### src/rtl/g_nlogic_pipe_pkg.sv
// Shared op codes, skid-buffer state encoding and the reserved-op check
// for the registered N-input logic pipe.
package g_nlogic_pipe_pkg;

   localparam logic [2:0] G_OP_AND  = 3'd0;
   localparam logic [2:0] G_OP_NAND = 3'd1;
   localparam logic [2:0] G_OP_OR   = 3'd2;
   localparam logic [2:0] G_OP_NOR  = 3'd3;
   localparam logic [2:0] G_OP_XOR  = 3'd4;
   localparam logic [2:0] G_OP_XNOR = 3'd5;

   typedef enum logic [1:0] {
      SK_EMPTY = 2'd0,
      SK_ONE   = 2'd1,
      SK_FULL  = 2'd2
   } skid_state_e;

   function automatic logic is_reserved_op(input logic [2:0] op);
      return (op > G_OP_XNOR);
   endfunction

endpackage

### src/rtl/g_nlogic_pipe_if.sv
// Operand/result handshake bundle. Valid/ready: a word moves on a rising
// clock edge exactly when valid and ready are both 1; an offered word is held stable until then.
interface g_nlogic_pipe_if #(
   parameter int NIN = 4,
   parameter int NCH = 1
) ();
   logic [NCH*NIN-1:0] D;
   logic [2:0]         OP;
   logic               VI;
   logic               RDYI;
   logic [NCH-1:0]     Y;
   logic               VO;
   logic               RDYO;

   modport master (output D, output OP, output VI, output RDYO,
                   input RDYI, input Y, input VO);
   modport slave  (input D, input OP, input VI, input RDYO,
                   output RDYI, output Y, output VO);
endinterface

### src/rtl/g_nlogic_pipe_skid.sv
// g_skid2: generic 2-entry valid/ready skid buffer. The main entry drives the
// output; the skid entry absorbs one word while the consumer stalls.
import g_nlogic_pipe_pkg::*;

module g_skid2 #(
   parameter int W = 1
) (
   input  logic        clk_i,
   input  logic        rst_ni,
   input  logic        in_valid_i,
   output logic        in_ready_o,
   input  logic [W-1:0] in_data_i,
   output logic        out_valid_o,
   input  logic        out_ready_i,
   output logic [W-1:0] out_data_o,
   output skid_state_e state_o
);

   skid_state_e  state_q, state_d;
   logic [W-1:0] main_q, main_d;
   logic [W-1:0] skid_q, skid_d;
   logic         rdy_q, rdy_d;
   logic         accept, deliver;

   assign accept  = in_valid_i & rdy_q;
   assign deliver = (state_q != SK_EMPTY) & out_ready_i;

   always_ff @(posedge clk_i) begin
      if (!rst_ni) begin
         state_q <= SK_EMPTY;
         main_q  <= '0;
         skid_q  <= '0;
         rdy_q   <= 1'b1;
      end else begin
         state_q <= state_d;
         main_q  <= main_d;
         skid_q  <= skid_d;
         rdy_q   <= rdy_d;
      end
   end

   // rdy_q is 0 only in SK_FULL, so no accept can arrive while the skid entry is occupied.
   always_comb begin
      state_d = state_q;
      main_d  = main_q;
      skid_d  = skid_q;
      case (state_q)
         SK_EMPTY: begin
            if (accept) begin
               main_d  = in_data_i;
               state_d = SK_ONE;
            end
         end
         SK_ONE: begin
            if (accept && deliver) begin
               main_d = in_data_i;
            end else if (accept) begin
               skid_d  = in_data_i;
               state_d = SK_FULL;
            end else if (deliver) begin
               state_d = SK_EMPTY;
            end
         end
         SK_FULL: begin
            if (deliver) begin
               main_d  = skid_q;
               state_d = SK_ONE;
            end
         end
         default: state_d = SK_EMPTY;
      endcase
      rdy_d = (state_d != SK_FULL);
   end

   assign in_ready_o  = rdy_q;
   assign out_valid_o = (state_q != SK_EMPTY);
   assign out_data_o  = main_q;
   assign state_o     = state_q;

endmodule

### src/rtl/g_nlogic_pipe.sv
// NCH parallel NIN-input reductions with a per-transaction op code, delivered
// through a 2-entry skid buffer; tracks a sticky reserved-op flag and a saturating delivery count.
import g_nlogic_pipe_pkg::*;

module g_nlogic_pipe #(
   parameter int NIN  = 4,
   parameter int NCH  = 1,
   parameter int CNTW = 8
) (
   input  logic              CK,
   input  logic              RN,
   g_nlogic_pipe_if.slave    bus,
   output logic              ERR,
   output logic [CNTW-1:0]   CNT,
   output skid_state_e       dbg_state_o
);

   function automatic logic reduce_ch(input logic [2:0] op, input logic [NIN-1:0] v);
      logic r;
      case (op)
         G_OP_AND:  r = &v;
         G_OP_NAND: r = ~&v;
         G_OP_OR:   r = |v;
         G_OP_NOR:  r = ~|v;
         G_OP_XOR:  r = ^v;
         G_OP_XNOR: r = ~^v;
         default:   r = 1'b0;
      endcase
      return r;
   endfunction

   logic [NCH-1:0]  red;
   logic            accept, deliver;
   logic            err_q, err_d;
   logic [CNTW-1:0] cnt_q, cnt_d;

   for (genvar c = 0; c < NCH; c++) begin : g_ch
      assign red[c] = reduce_ch(bus.OP, bus.D[c*NIN +: NIN]);
   end

   g_skid2 #(.W(NCH + 0)) u_skid (
      .clk_i       (CK),
      .rst_ni      (RN),
      .in_valid_i  (bus.VI),
      .in_ready_o  (bus.RDYI),
      .in_data_i   (red),
      .out_valid_o (bus.VO),
      .out_ready_i (bus.RDYO),
      .out_data_o  (bus.Y),
      .state_o     (dbg_state_o)
   );

   assign accept  = bus.VI & bus.RDYI;
   assign deliver = bus.VO & bus.RDYO;

   always_comb begin
      err_d = err_q | (accept & is_reserved_op(bus.OP));
      cnt_d = cnt_q;
      if (deliver && (cnt_q != {CNTW{1'b1}})) begin
         cnt_d = cnt_q + CNTW'(1);
      end
   end

   always_ff @(posedge CK) begin
      if (!RN) begin
         err_q <= 1'b0;
         cnt_q <= '0;
      end else begin
         err_q <= err_d;
         cnt_q <= cnt_d;
      end
   end

   assign ERR = err_q;
   assign CNT = cnt_q;

endmodule

### src/flat_wrapper.sv
// flat-port wrapper written by rule: the top's interface ports become plain ports
module g_nlogic_pipe_flat 
#(
   parameter int NIN  = 4,
   parameter int NCH  = 1,
   parameter int CNTW = 8
)
  (CK, RN, ERR, CNT, dbg_state_o, bus_D, bus_OP, bus_VI, bus_RDYO, bus_RDYI, bus_Y, bus_VO);
  g_nlogic_pipe_if #(.NIN(NIN), .NCH(NCH)) bus_i ();
  input  logic CK;
  input  logic RN;
  output logic ERR;
  output logic [CNTW-1:0] CNT;
  output skid_state_e dbg_state_o;
  input wire logic [$bits(bus_i.D)-1:0] bus_D;
  input wire logic [$bits(bus_i.OP)-1:0] bus_OP;
  input wire logic [$bits(bus_i.VI)-1:0] bus_VI;
  input wire logic [$bits(bus_i.RDYO)-1:0] bus_RDYO;
  output wire logic [$bits(bus_i.RDYI)-1:0] bus_RDYI;
  output wire logic [$bits(bus_i.Y)-1:0] bus_Y;
  output wire logic [$bits(bus_i.VO)-1:0] bus_VO;
  assign bus_i.D = bus_D;
  assign bus_i.OP = bus_OP;
  assign bus_i.VI = bus_VI;
  assign bus_i.RDYO = bus_RDYO;
  assign bus_RDYI = bus_i.RDYI;
  assign bus_Y = bus_i.Y;
  assign bus_VO = bus_i.VO;
  g_nlogic_pipe #(.NIN(NIN), .NCH(NCH), .CNTW(CNTW)) u_core (.CK(CK), .RN(RN), .bus(bus_i), .ERR(ERR), .CNT(CNT), .dbg_state_o(dbg_state_o));
endmodule
### config.mk
export PLATFORM = sky130hd
export DESIGN_NAME = g_nlogic_pipe_flat
export DESIGN_NICKNAME = d
export VERILOG_FILES = /design/src/rtl/g_nlogic_pipe_pkg.sv /design/src/rtl/g_nlogic_pipe_if.sv /design/src/rtl/g_nlogic_pipe_skid.sv /design/src/rtl/g_nlogic_pipe.sv /design/src/flat_wrapper.sv
export SDC_FILE = /design/constraint.sdc
export NUM_CORES = 1
export LEC_CHECK = 0
export CAP_MARGIN = 25
export CORE_MARGIN = 5
export CORE_UTILIZATION = 30
export CTS_CLUSTER_SIZE = 10
export DETAILED_ROUTE_END_ITERATION = 8
export GPL_ROUTABILITY_DRIVEN = 0
export PLACE_DENSITY = 0.61
export SETUP_SLACK_MARGIN = 0.3
export SYNTH_ARGS = -nofsm -noshare
export SYNTH_HDL_FRONTEND = slang
export SYNTH_SLANG_ARGS = --single-unit
### constraint.sdc
create_clock -name CK -period 1.7 [get_ports CK]
set_input_delay 0.255 -clock CK [delete_from_list [all_inputs] [get_ports CK]]
set_output_delay 0.255 -clock CK [all_outputs]
set_load 0.1 [all_outputs]
Track usage over the die:
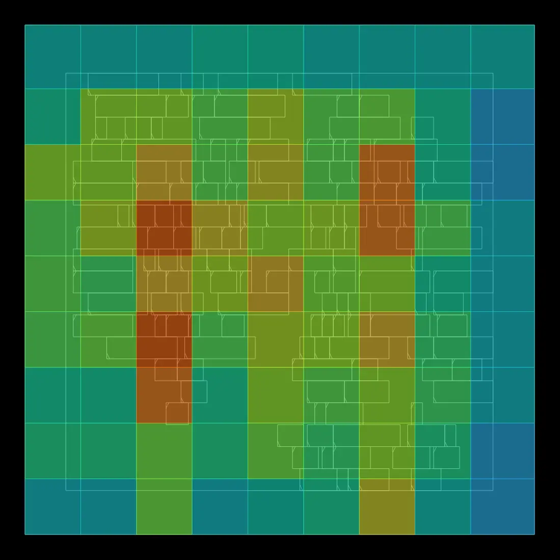
Avg WL per Cell: 12.1 um
All-Layer GR Usage: 10.1%

Cell sizes after repair:
(8 px per um)
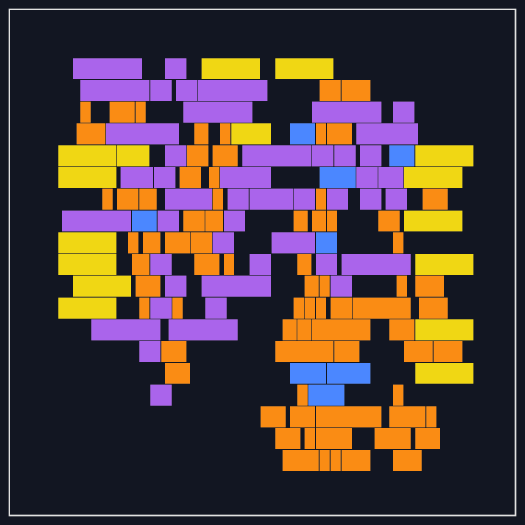
size	colour	cells	most used
drive 2	blue	8	nor3b_2
drive 6 and up	yellow	16	buf_12
drive 1 or less	orange	75	nor2_1
drive 3 to 4	purple	46	buf_4
setup ws final: 326 ps
Repair and plain buffers: 49

==> qor.txt <==
first-pass GRT wire length: 3460 um
Routed WL: 2130 um
clk tree area frac: 2.29%
outcome: finished, final reports clean
clock buffers: 4
Inst Count DP: 155
Non-clock inverters: 5
register area share after synthesis: 33.1%
nets: 162
Seq. cell area: 322 sq um
Post-CTS Setup Bufs: 3
area leader, netlist: dfxtp_1
Max Slew Vio Count: 0
Worst Setup End Kind: register
Pleak: 0.000674 uW
Post-synth top cells: dfxtp_1, nor2_1, nand2_1
grt total ovfl: 0
port buffer count: 24
largest net degree at the start of global routing: 13
Data arrival, critical path: 1580 ps
commonest non-fill, non-tap cell in the layout: buf_4
Slew Limit Headroom: 83.3%
area post-placement: 1370 sq um
io pins: 25
peak supply drop: 383 uV
CP peak stage delay: 480 ps
number of flip-flops under the largest register name: 8
# diodes: 0
critical path class: reg -> reg
Final Cell Area: 1580 sq um
fmax: 0.728 GHz
signal buffers share of area: 35.8%
Non-Filler Instances: 176
Worst Reg2Reg Path Length in Cells: 5
fin crit share: 80.8%
XORs/XNORs by Area: 8.88%
routing usage on met1: 13.2%
yosys stat cell total: 94
switch share: 31.9%
worst min path class: reg -> reg
clock skew: 6.17 ps
synth top area cells: dfxtp_1, ha_1, xor2_1
final hold slack: 526 ps
Num CTS Buffers: 3
Psw: 283 uW
Tap Count: 31
met3 usage in global routing: 3.20%
worst-margin pin slew: 249 ps
max-cap violation count: 0
number of remaining DRC errors: 0
yosys aoi share: 17.5%
most common cell in the synthesized netlist: dfxtp_1
Pwr Density: 560 nW/um^2
Pint: 603 uW
OpenROAD warning count: 30
Final setup viols: 0
vias per cell: 4.77
Register map, names as in the netlist:
(6 px per um) Other sequential cells in the stronger grey, the rest of the logic in the fainter grey.
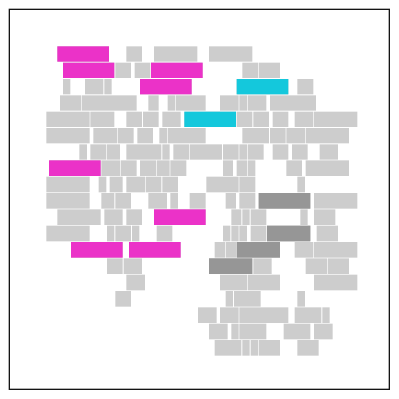
netlist name	colour	flops
`u_core.CNT`	magenta	8
`u_core.u_skid.state_o`	cyan	2

==> power groups by stage <==
stage          Sequential, uW  Clock [uW]  Combinational, uW
3_5_place_dp              354           0                274
2_1_floorplan             417           0               96.3
5_1_grt                   342         266                332
4_1_cts                   345         245                286
3_3_place_gp              354           0                271
6_report                  340         234                312
==> final timing paths <==
path                 start            end
max          u_core.CNT[0]  u_core.CNT[5]
min          u_core.CNT[5]  u_core.CNT[5]
max reg2reg  u_core.CNT[0]  u_core.CNT[5]
min reg2reg  u_core.CNT[5]  u_core.CNT[5]
==> logic make-up (layout without fill, tap and decap cells) <==
family	count (synthesis)	after routing
DFF	14	14
and+or+nand+nor	39	39
AOI/OAI and AO/OA	19	19
xor gates and xnor gates	7	7
buffers and inverters	7	58
muxes	3	3
adders and majority gates	5	5
Power and IR drop assume default switching activity.
